### Cell outlines without signal wires

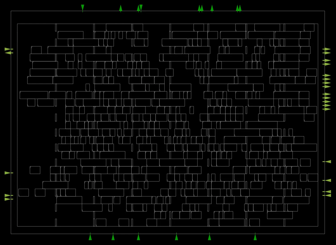
### Clock distribution

Scale bar: 20 µm.
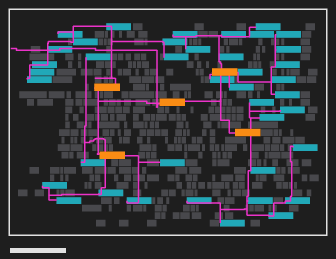
### Register map, names as in the netlist

Scale bar: 20 µm. Other sequential cells in the stronger grey, the rest of the logic in the fainter grey.
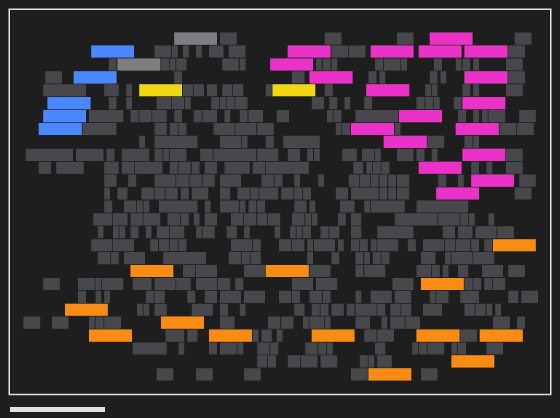
### Sizing map

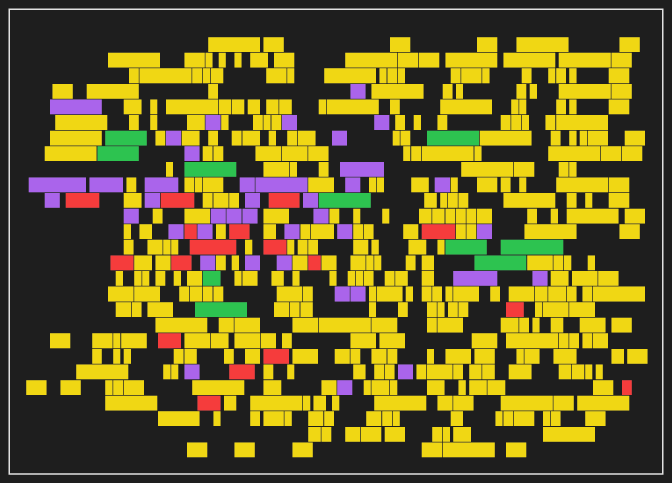
==> config.mk <==
export PLATFORM = sky130hd
export DESIGN_NAME = fns_ftf_encoder_seq
export DESIGN_NICKNAME = d
export VERILOG_FILES = /design/src/rtl/fns_ftf_encoder_seq.sv
export SDC_FILE = /design/constraint.sdc
export NUM_CORES = 1
export LEC_CHECK = 0
export CORE_ASPECT_RATIO = 0.7
export CORE_MARGIN = 2
export CORE_UTILIZATION = 40
export DETAILED_ROUTE_END_ITERATION = 8
export SLEW_MARGIN = 20
export SYNTH_ARGS = -nofsm -noshare
export SYNTH_HDL_FRONTEND = slang
export SYNTH_SLANG_ARGS = --single-unit
==> constraint.sdc <==
create_clock -name clock -period 3.9 [get_ports clock]
set_clock_uncertainty 0.2 [all_clocks]
set_input_delay 0.78 -clock clock [delete_from_list [all_inputs] [get_ports clock]]
set_output_delay 0.78 -clock clock [all_outputs]
set_load 0.01 [all_outputs]
==> results.ini <==
[yosys]
synth_stat.cells = 402
synth-seq-cells = 40
async_reset_ff_share_pct = 100
ys_seq_share_pct = 29.7
top_area_cell = dfrtp_1
synth_top_area_share_pct = 29.7
syn-num-nets = 453
edf_count = 0
yosysUniqueCellTypes = 60
yosys_warnings = 0

[cts]
clk_pin_slew_ns = 0.07
numClockSinks = 40
cts_tree = done
post_cts_buffers = 0
clock_tree.buffer_depth = 2
htreeDepth = 2
cts-root-buf = clkbuf_16
cts_inserted_buffers = 5
hold_buffers = 0

[final_timing]
period_used_pct = 96.2
clock.fmax_ghz = 0.267
tns_ns = 0
worstMarginPinSlew_ns = 0.954
slew_headroom_pct = 36.4
hold_viol = 0
finalSetupViolations = 0
rsz0062_at_grt = true

[die]
floorplan.rows = 27
die_h_um = 80.8
fp_util_pct = 42.1
die_w_um = 114
coreArea_mm2 = 0.00801

[routing]
dr_wl_met3_um = 415
drt_first_pass_iters = 5
drc = 0
viasPerCell = 5.61
top_layer = met4
wl_per_cell_um = 16.0
wl_met2_mm = 3.57

[critical_path]
r2r_slack_ns = 0.15
worst-path-max-fanout = 5
r2r_cells = 15
cp-end-kind = register
crit_arrival_ns = 3.76

[grt]
grt_pass1_vias = 2972
grt_max_degree = 41
grt_pass1_wl_mm = 15.1

[finish]
drive_above_1_share_pct = 14.7
final_cell_mix = 47 x nand2_1, 40 x dfrtp_1, 35 x a21oi_1, 35 x o21ai_0, 34 x clkdlybuf4s50_1
final_nets = 505

[placed_design]
place_area_mm2 = 0.00402
port_buffers = 35
gp_congestion = 0.867
pre_cts_ws_ns = -0.0125

[job]
maxCapViolCount = 0
openroad.warnings = 34

[status]
status = completed

Back to the opening pictures, 'Cell outlines without signal wires':
fraction of area in registers: 23.4%
num sequential: 40
# fillers: 758

Back to the opening pictures, 'Clock distribution':
- clock drivers: orange (count 5)
- flip-flops: cyan (count 40)
- clock wires: magenta (length 669 µm)
- flops lie: all over the die
clk ins delay skew pair: 0.29 ns

Back to the opening pictures, 'Register map, names as in the netlist':
- r_q: orange (sequential cells 13)
- it_q: blue (sequential cells 5; where north-west)
- state_q: yellow (sequential cells 2)
- codeout: magenta (sequential cells 18; where north-east)
- not coloured: 2
Reg area: 0.00100 mm²

Back to the opening pictures, 'Sizing map':
- _2 cells: red (cells 17; share 3.7%)
- _0 and _1 cells: yellow (cells 388; share 85%)
- _3 and _4 cells: purple (cells 40; share 8.8%)
- _6 and larger: green (cells 10; share 2.2%)
area grow syn2layout: 26.6%
final instance area: 0.00427 mm²
setup ws final: 0.148 ns
Buffers excl. clock: 69

Yosys cell counts, drive strengths merged (5+ instances only):
master / instances
nand2: 47
dfrtp: 40
o21ai: 39
a21oi: 36
ha: 34
nor2: 33
nand3: 15
clkbuf: 14
inv: 12
nor3: 12
buf: 10
mux2i: 10
nand2b: 9
xnor2: 8
o21a: 6
xor2: 6
a211oi: 5
and3: 5
layer usage:
metal  vias up  track usage, %
li1       1555               -
met1      1479            32.4
met2        75            29.2
met3         8            3.21
met4         0            4.02
met5         -               0
kinds of logic (layout without fill, tap and decap cells):
logic type | after synthesis | after routing | share of synthesized area [%]
and+or+nand+nor | 138 | 138 | 19.4
AOI/OAI and AO/OA | 122 | 122 | 23.3
DFF | 40 | 40 | 29.7
buffers and inverters | 36 | 89 | 4.75
adders and majority gates | 35 | 35 | 13.2
muxes | 15 | 15 | 4.97
xor gates and xnor gates | 14 | 14 | 4.41
other | 2 | 2 | 0.223
worst max-delay path: stages, from the launching register on:
cell and delay [ns]:
dfrtp_1 0.43, ha_4 0.19, inv_1 0.07, ha_1 0.36, buf_4 0.18, nor3b_1 0.13, o31ai_1 0.25, ha_1 0.23
inv_1 0.06, fa_1 0.45, a211oi_2 0.25, o21ai_1 0.15, a41o_1 0.28, nor2_1 0.13, nand3_1 0.09, a41oi_1 0.21
layout make-up:
type,count,area (µm²)
clock buffers,5,125
flip-flops and latches,40,1000
repair buffers,69,638
fillers,758,3740
inverters,12,48.8
clock inverters,3,46.3
well taps,101,126
multi-input cells,326,2280
repair_timing:
item,4_1_cts,5_1_grt
hold endpoints to repair,0,0
resized,3,15
endpoints found under the setup margin,1,27
metrics by stage:
| stage | util [%] | cells | hold WS [ns] |
|---|---|---|---|
| finish | 53.3 | 556 | 0.280 |
| global route | 53.3 | 556 | 0.304 |
| CTS | 52.5 | 556 | 0.284 |
| detailed placement | 50.2 | 548 | 0.270 |
| global placement | 50.2 | 548 | 0.263 |
| floorplan | - | 402 | 0.250 |
